==> config.mk <==
export PLATFORM = sky130hd
export DESIGN_NAME = icache_refill_ctrl_flat
export DESIGN_NICKNAME = d
export VERILOG_FILES = /design/src/rtl/icache_refill_ctrl_pkg.sv /design/src/rtl/icache_refill_ctrl_if.sv /design/src/rtl/icache_refill_ctrl_assembler.sv /design/src/rtl/icache_refill_ctrl.sv /design/src/flat_wrapper.sv
export SDC_FILE = /design/constraint.sdc
export NUM_CORES = 1
export LEC_CHECK = 0
export ABC_AREA = 1
export CORE_UTILIZATION = 43
export CTS_BUF_LIST = sky130_fd_sc_hd__clkbuf_8 sky130_fd_sc_hd__clkbuf_16
export CTS_CLUSTER_SIZE = 16
export DETAILED_ROUTE_END_ITERATION = 8
export PLACE_DENSITY = 0.77
export SLEW_MARGIN = 20
export SYNTH_ARGS = -nofsm -noshare
export SYNTH_HDL_FRONTEND = slang
export SYNTH_HIERARCHICAL = 1
export SYNTH_SLANG_ARGS = --single-unit
==> constraint.sdc <==
create_clock -name clk -period 9.1 [get_ports clk]
set_input_delay 1.82 -clock clk [delete_from_list [all_inputs] [get_ports clk]]
set_output_delay 1.82 -clock clk [all_outputs]
set_load 0.02 [all_outputs]
### Sizing map

Scale: 1.5 px per um.
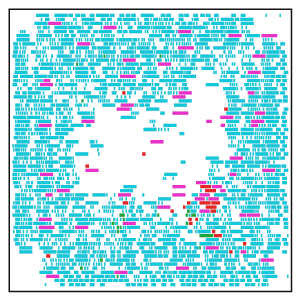
size	color	cells	most used
x6 and larger	magenta	59	clkbuf_16
x2	green	20	clkinv_2
x3 and x4	red	22	buf_4
x1 and smaller	cyan	2233	nand2_1
Final WS setup: 4.78 ns
Design Area, Final: 20100 sq um
Area Overhead vs Synth: 36.2%
Buffers, non-clock: 442

### Placement by cell class

Scale: 2 px per um.
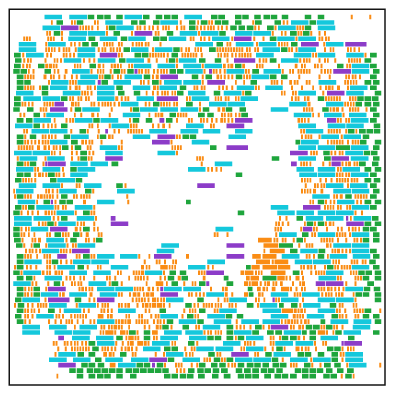
class	color	cells	share of their area
remaining logic cells	orange	1521	32%
clock drivers and dummy loads	purple	64	6.4%
remaining buffers and delay cells	green	442	23%
registers	cyan	307	39%
fraction of area in registers: 38.3%
core area: 33600 sq um
FP Rows: 67
utilization after layout: 59.7%

### Signal metal coverage by tile

Scale: 2 px per um. The die is cut into 37 by 37 equal tiles; dark purple is low, yellow is high, scaled to the fullest tile. Values are wire area over tile area, all layers added.
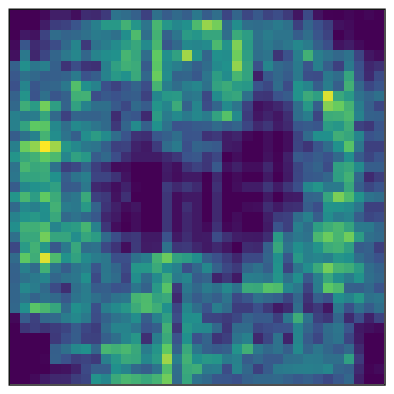
emptiest ninth of the die	middle
mean over tiles	0.23
nearly empty tiles	7.6%
DR WL/cell: 17.4 um
total track usage: 27.4%
routed wire length: 48300 um
via count: 13800

==> results.cfg <==
; yosys + openroad results
[die]
core_util_floorplan_pct = 43.8
die-area_sq_um = 35000
io_pins = 444

[yosys]
ys_cells = 1957
netlist_instances = 1957
synth_seq_share_pct = 52.1
ys.flops = 307
top_logic_kind = simple AND/OR/NAND/NOR gates
syn_area_per_cell_sq_um = 7.53
ys_sh_xor_pct = 0.416
mux_share_pct = 0

[global_route]
grt_use_met3_pct = 6.21
antenna_found_initial = 0
use_met2_pct = 45.3

[final_timing]
finClkSkew_ns = 0.0116
finalSetupTns_ns = 0
setup-violations-final = 0
timing.fmax_mhz = 232
min_period_over_period_pct = 47.4
period_minus_slack_ns = 4.32
tightest_slew_ns = 1.07

[layout]
largest_reg_flops = 256
num_antenna_cells = 0
logic_area_sq_um = 5760
fillerInstances = 2954
flop_area_sq_um = 7680

[run]
drv_cap = 0

[worst_setup_path]
cp.arrival_ns = 4.76
critPathMaxFanout = 64
cp-end-kind = register
cp-start-kind = primary input
rr_worst_depth = 9
cp.required_ns = 9.54

[placement]
place_hpwl_um = 30600
placed_area_sq_um = 18800
gp_congestion = 0.914

[clock_tree]
ctsHoldBuffers = 0
cts_tree = yes
cts_resized = 0
cts_buffers = 36
clkTransAtPathRegs_ns = 0.06
clk_path_buf_depth = 3
clock.latency.late_pin_ns = 0.51

[pwr]
power_density_nw_per_um2 = 262
ir_drop_v = 0.000186

[drt]
drc_errors = 0
dr_wl_met2_um = 23100
wl_met3_um = 4160
firstDrtPassIters = 5
antenna_left = 0

[run_status]
status = finished clean

[min_path]
min_path_cells = 2
hp-class = register to register
-- synthesized netlist by cell type (all sizes together) (3+ instances only) --
library cell	count	area share (%)
nand2	1007	26
dfrtp	307	52
nor2	290	7.9
buf	108	5.7
inv	100	2.6
nand3	76	2.7
clkbuf	27	0.76
nand4	12	0.68
o21ai	7	0.24
ha	6	0.51
xnor2	6	0.36
a21oi	4	0.14
dlymetal6s2s	3	0.25
-- cell families (layout without fill, tap and decap cells) --
logic type	after synthesis	count (layout)
xor gates and xnor gates	7	7
other	1	10
DFF	307	307
and+or+nand+nor	1386	1386
AOI/OAI and AO/OA	12	12
adders and majority gates	6	6
buffers and inverters	238	606
-- power by group --
part / switching, W / internal [W]
clock: 0.000581 / 0.000931
sequential: 0.000167 / 0.00159
combinational: 0.00128 / 0.000720
total: 0.00202 / 0.00324
-- final cells by class --
class | instances | area share, %
clock buffers | 43 | 5.02
inverters | 100 | 1.93
well taps | 448 | 2.79
multi-input cells | 1421 | 28.7
clock inverters | 21 | 1.18
flip-flops and latches | 307 | 38.3
repair buffers | 442 | 22.1
-- worst max-delay path, cell delays in order --
cell             delay, ns
clkdlybuf4s50_1       0.47
inv_1                 0.06
nand4_1               0.10
buf_4                 0.32
inv_2                 0.30
inv_4                 0.24
nand3_4               0.23
nor2_8                0.90
nand2_1               0.15
nand2_1               0.13
-- metrics by stage --
stage / utilization (%) / cells / power, W / worst slack [ns] / hold slack, ns
after floorplan: - / 1966 / 0.00297 / 0.153 / 0.512
after global placement: 55.8 / 2715 / 0.00371 / 4.36 / 0.458
after detailed placement: 55.9 / 2716 / 0.00375 / 4.29 / 0.464
after CTS: 59.6 / 2780 / 0.00529 / 4.80 / 0.480
after global routing: 59.7 / 2782 / 0.00550 / 4.59 / 0.491
final: 59.7 / 2782 / 0.00526 / 4.78 / 0.476
Power is estimated from default activity; no workload was simulated.
